## config.mk

```make
export PLATFORM = sky130hd
export DESIGN_NAME = fifo_sync_prog
export DESIGN_NICKNAME = d
export VERILOG_FILES = /design/src/rtl/fifo_pkg.sv /design/src/rtl/fifo_ram.sv /design/src/rtl/fifo_sync_prog.sv
export SDC_FILE = /design/constraint.sdc
export NUM_CORES = 1
export LEC_CHECK = 0
export CAP_MARGIN = 20
export CORE_MARGIN = 2
export CORE_UTILIZATION = 57
export CTS_BUF_LIST = sky130_fd_sc_hd__clkbuf_16
export DETAILED_ROUTE_END_ITERATION = 8
export DONT_BUFFER_PORTS = 1
export PLACE_DENSITY = 0.86
export SYNTH_ARGS = -nofsm -noshare
export SYNTH_HDL_FRONTEND = slang
export SYNTH_SLANG_ARGS = --single-unit
```

## constraint.sdc

```tcl
create_clock -name clk -period 2.5 [get_ports clk]
set_input_delay 0.375 -clock clk [delete_from_list [all_inputs] [get_ports clk]]
set_output_delay 0.375 -clock clk [all_outputs]
set_load 0.02 [all_outputs]
```

## src/rtl/fifo_pkg.sv

```systemverilog
// ============================================================================
// fifo_pkg : shared constants and helpers for the single-clock FIFO  | Rev 1.0
// ============================================================================
`default_nettype none

package fifo_pkg;

   localparam int c_FWFT_OFF = 0;
   localparam int c_FWFT_ON  = 1;

   function automatic int ptr_w(input int depth);
      return $clog2(depth);
   endfunction

   function automatic bit depth_ok(input int depth);
      return (depth >= 4) && ((depth & (depth - 1)) == 0);
   endfunction

endpackage

`default_nettype wire

```

## src/rtl/fifo_ram.sv

```systemverilog
// ============================================================================
// fifo_ram : simple dual-port RAM, registered or asynchronous read  | Rev 1.0
// ============================================================================
`default_nettype none

module fifo_ram
   import fifo_pkg::*;
#(
   parameter int WIDTH  = 8,
   parameter int DEPTH  = 16,
   parameter int REG_RD = 1,
   localparam int ASIZE = ptr_w(DEPTH)
) (
   input  logic             clk,
   input  logic             rst,
   input  logic             i_we,
   input  logic [ASIZE-1:0] i_waddr,
   input  logic [WIDTH-1:0] i_wdata,
   input  logic             i_re,
   input  logic [ASIZE-1:0] i_raddr,
   output logic [WIDTH-1:0] o_rdata
);

   logic [WIDTH-1:0] r_mem [DEPTH];

   // Storage is deliberately left unreset so it maps onto RAM primitives.
   always_ff @(posedge clk) begin
      if (i_we) r_mem[i_waddr] <= i_wdata;
   end

   generate
      if (REG_RD != 0) begin : g_reg_rd
         logic [WIDTH-1:0] r_rdata;

         always_ff @(posedge clk or posedge rst) begin
            if (rst)       r_rdata <= '0;
            else if (i_re) r_rdata <= r_mem[i_raddr];
         end

         assign o_rdata = r_rdata;
      end else begin : g_async_rd
         assign o_rdata = r_mem[i_raddr];
      end
   endgenerate

endmodule

`default_nettype wire

```

## src/rtl/fifo_sync_prog.sv

```systemverilog
// ============================================================================
// fifo_sync_prog : single-clock FIFO, level count, thresholds, FWFT  | Rev 1.0
// ============================================================================
`default_nettype none

module fifo_sync_prog
   import fifo_pkg::*;
#(
   parameter int WIDTH  = 8,
   parameter int DEPTH  = 16,
   parameter int FWFT   = c_FWFT_OFF,
   localparam int ASIZE = ptr_w(DEPTH)
) (
   input  logic             clk,
   input  logic             rst,
   input  logic             wr_en,
   input  logic [WIDTH-1:0] wr_data,
   output logic             full,
   output logic             almost_full,
   output logic             overflow,
   input  logic             rd_en,
   output logic [WIDTH-1:0] rd_data,
   output logic             rd_valid,
   output logic             empty,
   output logic             almost_empty,
   output logic             underflow,
   output logic [ASIZE:0]   level,
   input  logic [ASIZE:0]   af_thresh,
   input  logic [ASIZE:0]   ae_thresh,
   input  logic             clr_err
);

   localparam bit           c_DEPTH_OK  = depth_ok(DEPTH);
   localparam logic [ASIZE:0] c_LEVEL_MAX = (ASIZE + 1)'(DEPTH);
   localparam int           c_REG_RD    = (FWFT == c_FWFT_OFF) ? 1 : 0;

   generate
      if (!c_DEPTH_OK) begin : g_bad_depth
         $error("fifo_sync_prog: DEPTH must be a power of two and >= 4");
      end
   endgenerate

   logic [ASIZE-1:0] r_wr_ptr;
   logic [ASIZE-1:0] r_rd_ptr;
   logic [ASIZE:0]   r_level;
   logic             r_overflow;
   logic             r_underflow;
   logic             w_wr_acc;
   logic             w_rd_acc;

   // Acceptance looks only at registered occupancy, never at the opposite port.
   assign w_wr_acc = wr_en && !full;
   assign w_rd_acc = rd_en && !empty;

   assign level        = r_level;
   assign full         = (r_level == c_LEVEL_MAX);
   assign empty        = (r_level == '0);
   assign almost_full  = (r_level >= af_thresh);
   assign almost_empty = (r_level <= ae_thresh);
   assign overflow     = r_overflow;
   assign underflow    = r_underflow;

   always_ff @(posedge clk or posedge rst) begin
      if (rst) begin
         r_wr_ptr    <= '0;
         r_rd_ptr    <= '0;
         r_level     <= '0;
         r_overflow  <= 1'b0;
         r_underflow <= 1'b0;
      end else begin
         if (w_wr_acc) r_wr_ptr <= r_wr_ptr + 1'b1;
         if (w_rd_acc) r_rd_ptr <= r_rd_ptr + 1'b1;
         r_level <= r_level + (ASIZE + 1)'(w_wr_acc) - (ASIZE + 1)'(w_rd_acc);
         // A fresh error outranks a coincident clear.
         if (wr_en && full)  r_overflow  <= 1'b1;
         else if (clr_err)   r_overflow  <= 1'b0;
         if (rd_en && empty) r_underflow <= 1'b1;
         else if (clr_err)   r_underflow <= 1'b0;
      end
   end

   fifo_ram #(
      .WIDTH  (WIDTH),
      .DEPTH  (DEPTH),
      .REG_RD (c_REG_RD)
   ) u_ram (
      .clk     (clk),
      .rst     (rst),
      .i_we    (w_wr_acc),
      .i_waddr (r_wr_ptr),
      .i_wdata (wr_data),
      .i_re    (w_rd_acc),
      .i_raddr (r_rd_ptr),
      .o_rdata (rd_data)
   );

   generate
      if (FWFT == c_FWFT_OFF) begin : g_std_valid
         logic r_rd_valid;

         always_ff @(posedge clk or posedge rst) begin
            if (rst) r_rd_valid <= 1'b0;
            else     r_rd_valid <= w_rd_acc;
         end

         assign rd_valid = r_rd_valid;
      end else begin : g_fwft_valid
         assign rd_valid = !empty;
      end
   endgenerate

endmodule

`default_nettype wire

```

==> results_dict.tcl, run 1 <==
# metrics dict for downstream scripts
set metrics [dict create \
    status "finished, final reports clean" \
    switching_share 0.317 \
    hold-path-cell-count 0 \
    cpMaxStageDelayCell "dfrtp_2" \
    ys_ff 152 \
    ys_warn_count 0 \
    whs_ns 0.0509 \
    skew_ns 0.00918 \
    dp_cells 522 \
    rsz0062_at_grt "no" \
    antenna_found_initial 0 \
    clkTransAtPathRegs_ns 0.06 \
    yosysChipArea_um2 6410 \
    top_logic_kind "multiplexers" \
    syn_nets 411 \
    place_area_um2 6780 \
    critPathLaunchType "flip-flop" \
    ys_types 41 \
    syn_avg_cell_area_um2 17.5 \
    drtIter0Drc 381 \
    yosys_cells 366 \
    intPower_mw 6.01 \
    finalInstanceArea_um2 7420 \
    drive_above_1_share 0.261 \
    design.die.area_um2 12100 \
    drt-met1-wl_um 4960 \
    cts.sinks 152 \
    cp_num_buf_inv 1 \
    layoutNonFillerInstCount 558 \
    clockBufferDepth 2 \
    cts_resized 2 \
    rows 38 \
    largest_reg_flops 128 \
    crit_fanout 6 \
    clockRootBuffer "clkbuf_16" \
    numCtsBuffers 17 \
    aoi_share 0.0293 \
    place.port_buffers 0 \
    die_x_um 110 \
    die_y_um 110 \
    regMostFlops "u_ram.r_mem" \
    cp-end-kind "output pin" \
    criticalPathCategory "reg -> out" \
    p_switching_mw 2.79 \
    min_to "u_ram.r_mem[8][7]" \
    top_layer "met4" \
    final_nets 450 \
    cap_violations 0 \
    cp.required_ns 2.12 \
    ant_nets 0 \
    r2r_cells 15 \
    p_leak_nw 2.75 \
    met2WireLength_um 6840 \
    crit_arrival_ns 2.03 \
    syn_inst 366 \
    edf_count 128 \
    hold_viol 0 \
]
run 1: power by group through the flow:
| stage | sequential, mW | combinational [mW] | clock, mW |
|---|---|---|---|
| after global placement | 3.50 | 2.51 | 0 |
| after global routing | 3.53 | 2.92 | 2.71 |
| after detailed placement | 3.54 | 2.63 | 0 |
| after CTS | 3.50 | 2.68 | 2.60 |
| final | 3.51 | 2.70 | 2.59 |
| after floorplan | 3.53 | 2.01 | 0 |
run 1: cell type report:
type	instances	area [um^2]	area share
Sequential cell	152	4450	0.599
Clock inverter	15	176	0.0238
Tap cell	140	175	0.0236
Clock buffer	17	425	0.0573
Inverter	44	170	0.0229
Timing Repair Buffer	34	287	0.0386
Multi-Input combinational cell	156	1740	0.234
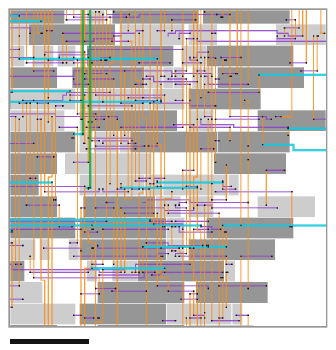
(run_1/zoom.png)
Bar = 10 um. Window x 63 to 103, y 8 to 48 um. Cells in gray, sequential cells in the stronger gray; small squares are vias.
- met4: green
- met1: purple
- met3: cyan
- met2: orange
- sequential cells in the window: 28
- most frequent: edfxtp_1 (22)
- cells with their middle in the window: 68
- netlist names of flops here include: u_ram.r_mem (22), u_ram.o_rdata (4), r_rd_ptr (2)

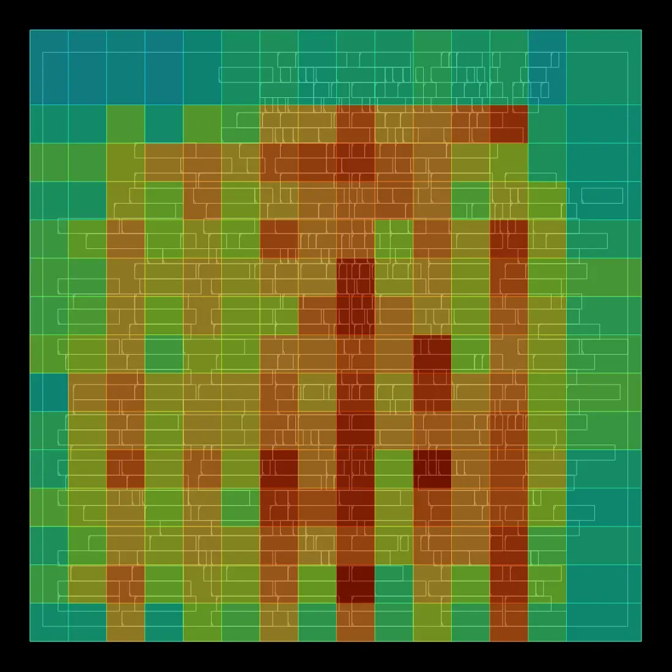
(run_1/final_congestion.png)
met1 Resource Use GR: 0.304
M2 GR Usage: 0.385
Final Util: 0.682
wire length per cell: 23.1 um

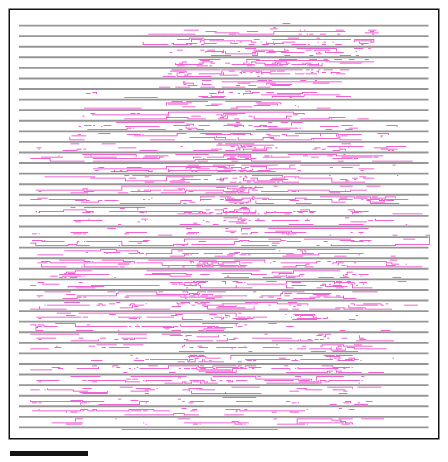
(run_1/met1.png)
Bar = 20 um. Supply wires on this layer in gray.
- nets with wire on the layer: 437
- share of all routed wire: 38%
- longest straight run: 40.5 um
- wire length on this layer: 4960 um
- main direction: horizontal
Vias: 3359
total wire length: 12900 um

==> run_1/met3.png <==
Bar = 20 um. Cells faint in the background.
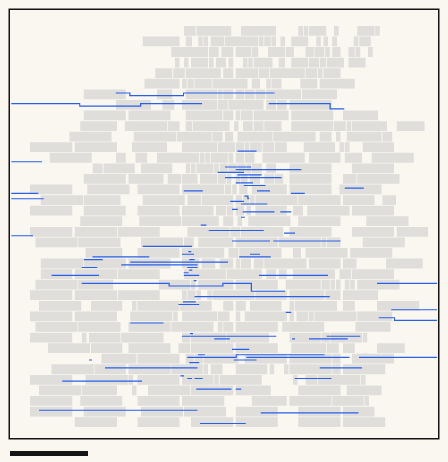

## Run 2: what changed since run 1
--- a/config.mk
+++ b/config.mk
@@ -7,11 +7,11 @@
 export LEC_CHECK = 0
 export CAP_MARGIN = 20
 export CORE_MARGIN = 2
-export CORE_UTILIZATION = 57
+export CORE_UTILIZATION = 55
 export CTS_BUF_LIST = sky130_fd_sc_hd__clkbuf_16
 export DETAILED_ROUTE_END_ITERATION = 8
 export DONT_BUFFER_PORTS = 1
-export PLACE_DENSITY = 0.86
+export PLACE_DENSITY = 0.84
 export SYNTH_ARGS = -nofsm -noshare
 export SYNTH_HDL_FRONTEND = slang
 export SYNTH_SLANG_ARGS = --single-unit
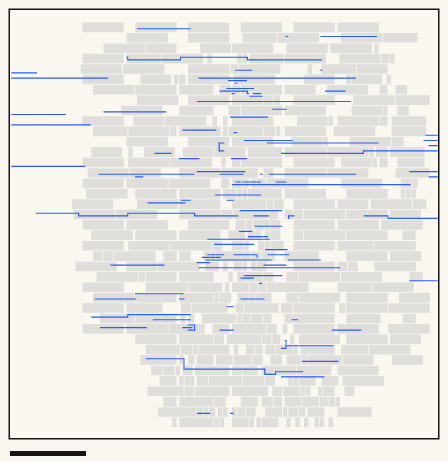
(run_2/met3.png)
Bar = 20 um. Cells faint in the background.
- main direction: horizontal
- wire length on this layer: 1030 um
- share of all routed wire: 7.9%
- longest straight run: 46.5 um
- nets with wire on the layer: 57

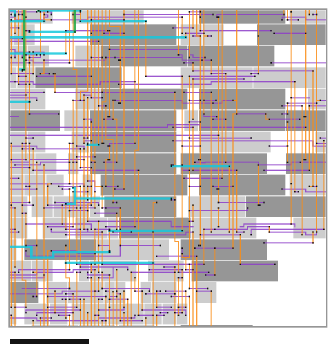
(run_2/zoom.png)
Bar = 10 um. Window x 64 to 104, y 8 to 48 um. Cells in gray, sequential cells in the stronger gray; small squares are vias.
- met2: orange
- met3: cyan
- met1: purple
- met4: green
- most frequent: edfxtp_1 (18), buf_4 (9)
- netlist names of flops here include: u_ram.r_mem (18), r_rd_ptr (2)
- sequential cells in the window: 22
- cells with their middle in the window: 80

==> run 2 against run 1 <==
  * Via count rose by 0.33%
  * Sequential share of layout area is 0.26 points higher
  * Hold slack lost 0.0028 ns
  * Clock skew hardly changed
  * Final cell count rose by 0.36%
  * Global-route usage is 1.5 points lower
  * Setup slack got worse by 0.013 ns
  * Clock power down 11%
==> results_dict.tcl, run 2 <==
# metrics dict for downstream scripts
set metrics [dict create \
    whs_ns 0.0481 \
    cts_resized 1 \
    criticalPathCategory "reg -> out" \
    place.port_buffers 0 \
    r2r_cells 15 \
    cp-end-kind "output pin" \
    num-clock-buffers 17 \
    p_comb_mw 2.75 \
    status "finished, final reports clean" \
    p_switching_mw 2.76 \
    seq_area_frac 0.602 \
    drive_above_1_share 0.261 \
    place_area_um2 6780 \
    finalInstanceArea_um2 7390 \
    clockRootBuffer "clkbuf_16" \
    cpMaxStageDelayCell "dfrtp_1" \
    syn_avg_cell_area_um2 17.5 \
    cp_num_buf_inv 2 \
    combGateArea_um2 1750 \
    crit_fanout 4 \
    drt-met1-wl_um 5000 \
    cts.sinks 152 \
    ys_types 41 \
    seq_power_mw 3.50 \
    buffers 33 \
    edf_count 128 \
    final-clk-cell-share 0.0730 \
    vias 3370 \
    sh_comb_area 0.237 \
    drtIter0Drc 285 \
    ys_ff 152 \
    layoutNonFillerInstCount 560 \
    largest_class "sequential cells" \
    final_nets 449 \
    cp.required_ns 2.12 \
    utilization 0.647 \
    clk-power_mw 2.31 \
    syn_inst 366 \
    layout.nonclk_buf_frac 0.0405 \
    hold_viol 0 \
    seq_area_um2 4450 \
    design.die.area_um2 12500 \
    power.group.top "sequential cells" \
    skew_ns 0.00924 \
    well_tap_count 143 \
    die_x_um 112 \
    gr-usage-met2 0.362 \
    clkTransAtPathRegs_ns 0.06 \
    flop-count 152 \
    syn_nets 411 \
]
==> run 2: cell types whose count changed in the layout (fill, tap and decap cells not counted), sizes merged <==
| cell | change |
|---|---|
| clkinv | +7 |
| buf | -1 |
| clkinvlp | -3 |
| inv | -2 |
| bufinv | -2 |
==> run 2: cell families (layout without fill, tap and decap cells) <==
kind of cell | count (synthesis) | in the layout | share of synthesized area
muxes | 40 | 40 | 0.128
xor gates and xnor gates | 10 | 10 | 0.0137
DFF | 152 | 152 | 0.693
adders and majority gates | 22 | 22 | 0.0441
AOI/OAI and AO/OA | 28 | 28 | 0.0293
and+or+nand+nor | 56 | 56 | 0.0470
buffers and inverters | 58 | 109 | 0.0454
No activity file was given, so power comes from the tool's default toggle rates.
